run_1/congestion_map.png
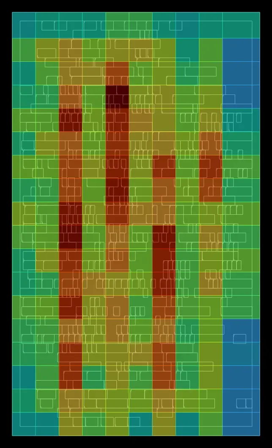
run_1/closeup.png
Region (45, 21) to (65, 41) microns. Cells in grey, sequential cells in the stronger grey; small squares are vias.
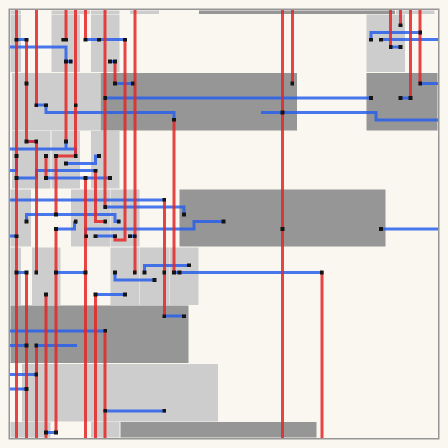
run_1/ff_map.png
Drawn at 4 px/micron. Other sequential cells in the stronger grey, the rest of the logic in the fainter grey.
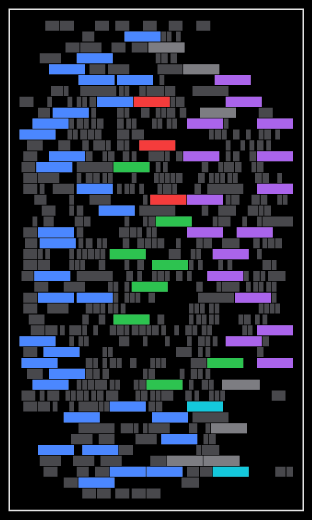
### config.mk
export PLATFORM = sky130hd
export DESIGN_NAME = stats_uart_tx
export DESIGN_NICKNAME = d
export VERILOG_FILES = /design/src/rtl/tama_pkg.sv /design/src/rtl/uart_tx_byte.sv /design/src/rtl/stats_uart_tx.sv
export SDC_FILE = /design/constraint.sdc
export NUM_CORES = 1
export LEC_CHECK = 0
export ABC_AREA = 1
export CAP_MARGIN = 5
export CORE_ASPECT_RATIO = 1.75
export CORE_MARGIN = 2
export CORE_UTILIZATION = 45
export CTS_CLUSTER_DIAMETER = 100
export DETAILED_ROUTE_END_ITERATION = 10
export MAX_ROUTING_LAYER = met4
export PLACE_DENSITY = 0.64
export SYNTH_ARGS = -nofsm -noshare
export SYNTH_HDL_FRONTEND = slang
export SYNTH_SLANG_ARGS = --single-unit
### constraint.sdc
create_clock -name clk -period 3.56 [get_ports clk]
set_input_delay 1.068 -clock clk [delete_from_list [all_inputs] [get_ports clk]]
set_output_delay 1.068 -clock clk [all_outputs]
set_load 0.02 [all_outputs]
### src/rtl/tama_pkg.sv
// tama_pkg: shared constants and types for the tamagotchi host link.
package tama_pkg;
    localparam logic [7:0] HEADER_BYTE = 8'hA5;
    localparam int FRAME_BYTES = 6;
    typedef enum logic [1:0] {IDLE, START, DATA, STOP} uart_state_t;
    typedef logic [2:0] byte_idx_t;
    function automatic logic [7:0] frame_checksum(input logic [31:0] payload);
        return payload[31:24] ^ payload[23:16] ^ payload[15:8] ^ payload[7:0];
    endfunction
endpackage

### src/rtl/uart_tx_byte.sv
// uart_tx_byte: 8N1 byte serialiser, LSB first; ready on the last stop cycle allows gapless bytes.
module uart_tx_byte
    import tama_pkg::*;
#(
    parameter logic [15:0] CLKS_PER_BIT = 16'd1042
) (
    input  logic       clk,
    input  logic       rst_n,
    input  logic [7:0] data,
    input  logic       valid,
    output logic       ready,
    output logic       tx
);
    uart_state_t state, state_nxt;
    logic [15:0] cnt, cnt_nxt;
    logic [2:0]  bit_idx, bit_nxt;
    logic [7:0]  shift, shift_nxt;
    logic        tx_nxt, wrap;
    always_ff @(posedge clk or negedge rst_n) begin
        if (!rst_n) begin
            state   <= IDLE;
            cnt     <= '0;
            bit_idx <= '0;
            shift   <= '0;
            tx      <= 1'b1;
        end else begin
            state   <= state_nxt;
            cnt     <= cnt_nxt;
            bit_idx <= bit_nxt;
            shift   <= shift_nxt;
            tx      <= tx_nxt;
        end
    end
    always_comb begin
        wrap      = cnt == CLKS_PER_BIT - 16'd1;
        ready     = state == IDLE || (state == STOP && wrap);
        state_nxt = state;
        cnt_nxt   = (state == IDLE || wrap) ? '0 : cnt + 16'd1;
        bit_nxt   = bit_idx;
        shift_nxt = shift;
        case (state)
            IDLE:  if (valid) begin
                       state_nxt = START;
                       shift_nxt = data;
                   end
            START: if (wrap) begin
                       state_nxt = DATA;
                       bit_nxt   = '0;
                   end
            DATA:  if (wrap) begin
                       shift_nxt = shift >> 1;
                       bit_nxt   = bit_idx + 3'd1;
                       state_nxt = bit_idx == 3'd7 ? STOP : DATA;
                   end
            STOP:  if (wrap) begin
                       state_nxt = valid ? START : IDLE;
                       shift_nxt = valid ? data : shift;
                   end
            default: state_nxt = IDLE;
        endcase
        // tx is registered from the next state so the line never glitches
        tx_nxt = state_nxt == START ? 1'b0 : state_nxt == DATA ? shift_nxt[0] : 1'b1;
    end
endmodule

### src/rtl/stats_uart_tx.sv
// stats_uart_tx: snapshots the pet stats on request and sends them as a 6-byte 8N1 frame.
module stats_uart_tx
    import tama_pkg::*;
#(
    parameter logic [15:0] CLKS_PER_BIT = 16'd1042,
    parameter logic [7:0]  HEADER       = HEADER_BYTE
) (
    input  logic       clk,
    input  logic       rst_n,
    input  logic       req,
    input  logic [3:0] hunger,
    input  logic [3:0] happiness,
    input  logic [3:0] health,
    input  logic [3:0] hygiene,
    input  logic [3:0] energy,
    input  logic [3:0] social,
    input  logic [7:0] status,
    output logic       tx,
    output logic       busy,
    output logic       done
);
    logic [31:0] snap;
    byte_idx_t   idx;
    logic        pending, ready, valid, last, byte_end, new_frame;
    logic [7:0]  data;
    uart_tx_byte #(.CLKS_PER_BIT(CLKS_PER_BIT)) u_byte (
        .clk   (clk),
        .rst_n (rst_n),
        .data  (data),
        .valid (valid),
        .ready (ready),
        .tx    (tx)
    );
    // data always presents the byte that follows the one in flight; byte 0 is the constant header
    always_comb begin
        last      = idx == byte_idx_t'(FRAME_BYTES - 1);
        byte_end  = busy && ready;
        valid     = busy ? (!last || pending || req) : req;
        new_frame = valid && ready && (!busy || last);
        data      = (!busy || last) ? HEADER :
                    idx == 3'd0     ? snap[31:24] :
                    idx == 3'd1     ? snap[23:16] :
                    idx == 3'd2     ? snap[15:8] :
                    idx == 3'd3     ? snap[7:0] : frame_checksum(snap);
    end
    always_ff @(posedge clk or negedge rst_n) begin
        if (!rst_n) begin
            busy    <= 1'b0;
            done    <= 1'b0;
            pending <= 1'b0;
            idx     <= '0;
            snap    <= '0;
        end else begin
            done <= byte_end && last;
            if (new_frame) begin
                busy    <= 1'b1;
                idx     <= '0;
                pending <= 1'b0;
                snap    <= {hunger, happiness, health, hygiene, energy, social, status};
            end else begin
                if (byte_end) begin
                    busy <= !last;
                    idx  <= last ? '0 : idx + 3'd1;
                end
                if (busy && req) pending <= 1'b1;
            end
        end
    end
endmodule

==> results.txt, run 1 <==
impl run done, here's what came out: Setup TNS=0 ns, DRT iter0 DRCs=169, clk buf depth=2, Crit path required time=3.78 ns, Signal buffers=40, Log Warnings=27, Comb pwr share=0.059, outcome=finished, final reports clean, Reg power frac=0.474, drt pass-1 iters=4, n_diodes=0, DR WL met3=204 microns, Root Buffer Master=clkbuf_16, buffering overhead=0.08693, top flop regs=snap: 32 flops, u_byte.cnt: 16 flops, u_byte.shift: 8 flops, Layout Area Growth over Synthesis=18.59%, Hold Crit Start=pending, final WL=8185 microns, fin nets=534, Ys Warns=0, DRC=0, hpwl dp=5929 microns, flip-flops with a built-in enable=0, Clock Skew=0.003164 ns, Max Clk Rate=0.3830 GHz, Clock buffer cells=12, Mapped Nets=489, most frequent cells in the layout=89 x nand2_1, 67 x dfrtp_1, 63 x nor2_1, # Cells Yosys=449, via count=3,089, busiest grt layer=met2, Switch Pwr=0.3449 mW, Netlist cell types=37, crit end category=register
About congestion_map.png:
met2 Resource Use GR: 0.3635
final core utilization: 0.5439
met1 Track Usage GR: 0.2086

About closeup.png:
legend:
  blue:
    layer: M1
  red:
    layer: M2
sequential cells in the window: 3
most frequent: inv_1 (5), nand2_1 (3)
cells with their middle in the window: 18

About ff_map.png:
legend:
  purple:
    signal: u_byte.cnt
    flops: 16
  cyan:
    signal: u_byte.state
    flops: 2
  green:
    signal: u_byte.shift
    flops: 8
    where: middle
  blue:
    signal: snap
    flops: 32
  red:
    signal: idx
    flops: 3
not coloured: 7
register area: 1703 sq um
sequential cell area share: 0.3817

run 1: cells by family after synthesis:
family,Yosys count,synth area share
multiplexers,21,0.07682
flip-flops,68,0.4526
buffers and inverters,66,0.07449
adder cells (fa/ha/maj),5,0.01663
AND/OR/NAND/NOR,192,0.2241
XOR/XNOR,11,0.02561
AND-OR/OR-AND,86,0.1297
run 1: worst paths after layout:
check | to | slack [ns] | cells after the start
setup / recovery | snap[16] | 0.95 | 7
hold / removal | pending | 0.50 | 2
setup reg to reg | snap[16] | 0.97 | 12
hold reg to reg | pending | 0.50 | 2
max in group asynchronous | u_byte.cnt[7] | 2.05 | 2
min in group asynchronous | u_byte.state[1] | 0.93 | 2
run_1/layers.png
Drawn at 4 px/micron.
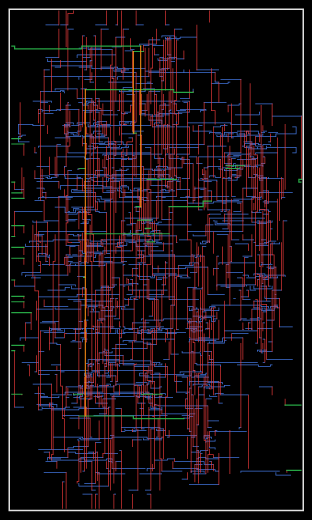

==> run 1 -> run 2 <==
==> constraint.sdc (replaced) <==
create_clock -name clk -period 2.5 [get_ports clk]
set_input_delay 0.75 -clock clk [delete_from_list [all_inputs] [get_ports clk]]
set_output_delay 0.75 -clock clk [all_outputs]
set_load 0.02 [all_outputs]
run_2/layers.png
Drawn at 4 px/micron.
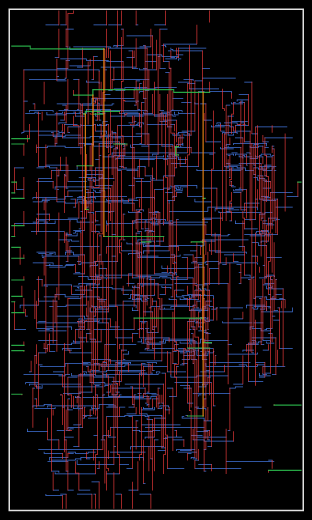
legend:
  red:
    layer: M2
    wire_length: 4,470 microns
  orange:
    layer: M4
    wire_length: 169 microns
  blue:
    layer: M1
    wire_length: 3,180 microns
  green:
    layer: M3
    wire_length: 186 microns
via count: 3,084
routed len/inst: 13.41 microns
Total GRT Usage: 0.2051
final WL: 8004 microns

run_2/closeup.png
Region (45, 21) to (65, 41) microns. Cells in grey, sequential cells in the stronger grey; small squares are vias.
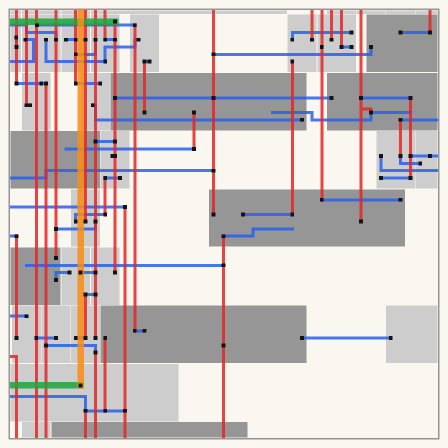
legend:
  green:
    layer: M3
  blue:
    layer: M1
  red:
    layer: M2
  orange:
    layer: M4
cells with their middle in the window: 23
netlist names of flops here include: u_byte.cnt (2)
most frequent: inv_1 (5), nand2_1 (4)
sequential cells in the window: 4

==> run 2 against run 1 <==
Compared with the run above: die size unchanged; register-to-register slack got worse by 0.67 ns; sequential share of layout area is 0.89 points lower; synthesized cell count is the same; count of clock-buffer cells in the layout is 3 higher; synthesized area is the same; clock skew grew 0.0015 ns; first-iteration DRC count up 1.8%; setup slack lost 0.65 ns; sequential power grew 43%.
==> results.txt, run 2 <==
impl run done, here's what came out: Simple-Gate Fraction of Synth Area=0.2241, Setup TNS=0 ns, Clock Skew=0.004672 ns, Mapped Nets=489, post-synthesis async set-or-reset flop share=1.000, Netlist cell types=37, r2r endpoint=u_byte.cnt[14], FF-to-FF setup slack=0.30 ns, fin nets=540, Reg power frac=0.454, Comb pwr share=0.058, crit end category=primary output, top flop regs=snap: 32 flops, u_byte.cnt: 16 flops, u_byte.shift: 8 flops, critical path depth in cells=1, clk buf depth=2, Log Warnings=27, main logic family after synthesis=simple AND/OR/NAND/NOR gates, setup ws final=0.2948 ns, mux share=0.07682, DRC=0, leading area contributor after synthesis=dfrtp_1, GP Congestion=0.8555, post-synthesis sequential area ratio=0.4526, number of port buffers=37, outcome=finished, final reports clean, Max-cap violations=0, Switch Pwr=0.5114 mW, Complex Gates by Area=0.1297, Root Buffer Master=clkbuf_16, drt pass-1 iters=4, Max Clk Rate=0.4535 GHz, DRT iter0 DRCs=172, hpwl dp=5970 microns, Critical path destination=busy, VDD IR max=0.0004777 V, Layout Area Growth over Synthesis=21.42%, flip-flops with a built-in enable=0, Ys Warns=0, worst-case reg-to-reg path depth=13, Adder Area Share=0.01663, most frequent cells in the layout=89 x nand2_1, 67 x dfrtp_1, 63 x nor2_1, yosys xor share=0.02561, final core utilization=0.5569, # Cells Yosys=449
## run 2: cell type report
class / instances / area [sq um] / share of cell area
clock buffers: 15 / 277.8 / 0.06081
flip-flops and latches: 68 / 1703 / 0.3728
inverters: 60 / 230.2 / 0.05040
multi-input cells: 315 / 1779 / 0.3895
repair buffers: 46 / 457.9 / 0.1002
well taps: 92 / 115.1 / 0.02520
clock inverters: 1 / 5.005 / 0.001096
## run 2: layer usage
layer,track usage,wire length (microns),up-vias
met5,-,0,-
met2,0.3588,4469,41
met3,0.04271,186,12
met4,0.07734,169,0
li1,-,-,1559
met1,0.2203,3179,1472
## run 2: kinds of logic after synthesis
family	after synthesis
xor gates and xnor gates	11
muxes	21
DFF	68
AOI/OAI and AO/OA	86
and+or+nand+nor	192
adders and majority gates	5
buffers and inverters	66
run_2/clock_wires.png
Drawn at 3 px/micron.
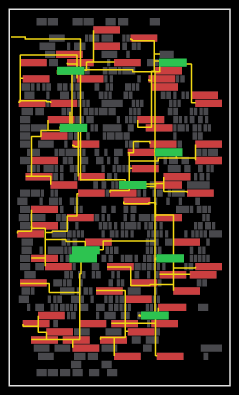

==> run 2 -> run 3 <==
--- a/config.mk
+++ b/config.mk
@@ -5,7 +5,6 @@
 export SDC_FILE = /design/constraint.sdc
 export NUM_CORES = 1
 export LEC_CHECK = 0
-export ABC_AREA = 1
 export CAP_MARGIN = 5
 export CORE_ASPECT_RATIO = 1.75
 export CORE_MARGIN = 2
==> constraint.sdc (replaced) <==
create_clock -name clk -period 2.5 [get_ports clk]
set_input_delay 0.375 -clock clk [delete_from_list [all_inputs] [get_ports clk]]
set_output_delay 0.375 -clock clk [all_outputs]
set_load 0.02 [all_outputs]
run_3/clock_wires.png
Drawn at 3 px/micron.
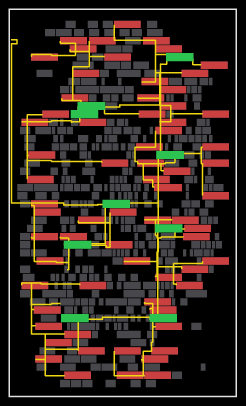
legend:
  red:
    item: flip-flops
    count: 68
  green:
    item: clock-net drivers
    count: 9
  yellow:
    item: clock wires
    length: 973 microns
routed clock nets: 10
clock group power: 1.21 mW
Clock Skew: 0.006963 ns
Clk network pwr share: 0.461
Worst-Skew Late Latency: 0.34 ns

==> run 3 against run 2 <==
Compared with the run above: routed wire length rose by 14%; sequential share of layout area fell by 1.8 points; via count fell by 0.32%; critical path depth rose by 7; global-route usage rose by 1.1 points; synthesized cell count fell by 15%; hold slack got worse by 0.27 ns; non-clock buffer count rose by 3; critical path type is now reg -> reg.
==> results.txt, run 3 <==
impl run done, here's what came out: outcome=finished, final reports clean, Mapped Nets=421, Signal buffers=49, sequential cell area share=0.3547, crit end category=register, uppermost routed layer=met4, DRC=0, post-synthesis async set-or-reset flop share=1.000, logic area=2130 sq um, via count=3,074, final core utilization=0.5537, VDD IR max=0.0003669 V, most frequent cells in the layout=67 x dfrtp_1, 44 x nor2_1, 36 x clkdlybuf4s50_1, Simple-Gate Fraction of Synth Area=0.1618, main logic family after synthesis=simple AND/OR/NAND/NOR gates, buffering overhead=0.1001, Root Buffer Master=clkbuf_16, n_diodes=0, Max Clk Rate=0.4606 GHz, Netlist cell types=56, post-synthesis sequential area ratio=0.4268, DRT iter0 DRCs=168, Max-cap violations=0, Log Warnings=27, number of port buffers=37, mux share=0.1242, Biggest Area Class=multi-input combinational cells
run_3/layers.png
Drawn at 4 px/micron.
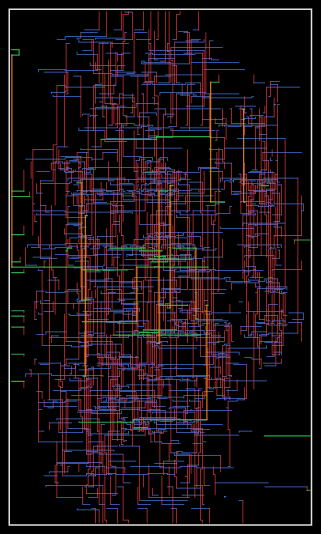
legend:
  red:
    layer: M2
    wire_length: 4,710 microns
  blue:
    layer: M1
    wire_length: 3,820 microns
  orange:
    layer: M4
    wire_length: 304 microns
  green:
    layer: M3
    wire_length: 273 microns
final WL: 9106 microns
routed len/inst: 16.71 microns

[run 3: power by group]
group / leakage [nW] / switching [mW] / internal, mW
clock: 0.144 / 0.464 / 0.746
sequential: 0.870 / 0.0359 / 1.14
combinational: 1.18 / 0.0905 / 0.149
total: 2.19 / 0.590 / 2.03
[run 3: path summary, 6_finish.rpt]
kind / from / to / slack [ns] / depth (start not counted)
hold reg to reg: u_byte.cnt[0] / u_byte.cnt[0] / 0.49 / 1
setup / recovery: u_byte.cnt[1] / idx[1] / 0.33 / 8
setup reg to reg: u_byte.cnt[1] / idx[1] / 0.33 / 8
min in group clk: u_byte.cnt[0] / u_byte.cnt[0] / 0.49 / 1
max in group asynchronous: rst_n / u_byte.tx / 1.61 / 2
hold / removal: rst_n / snap[5] / 0.16 / 1
Power is estimated from default activity; no workload was simulated.
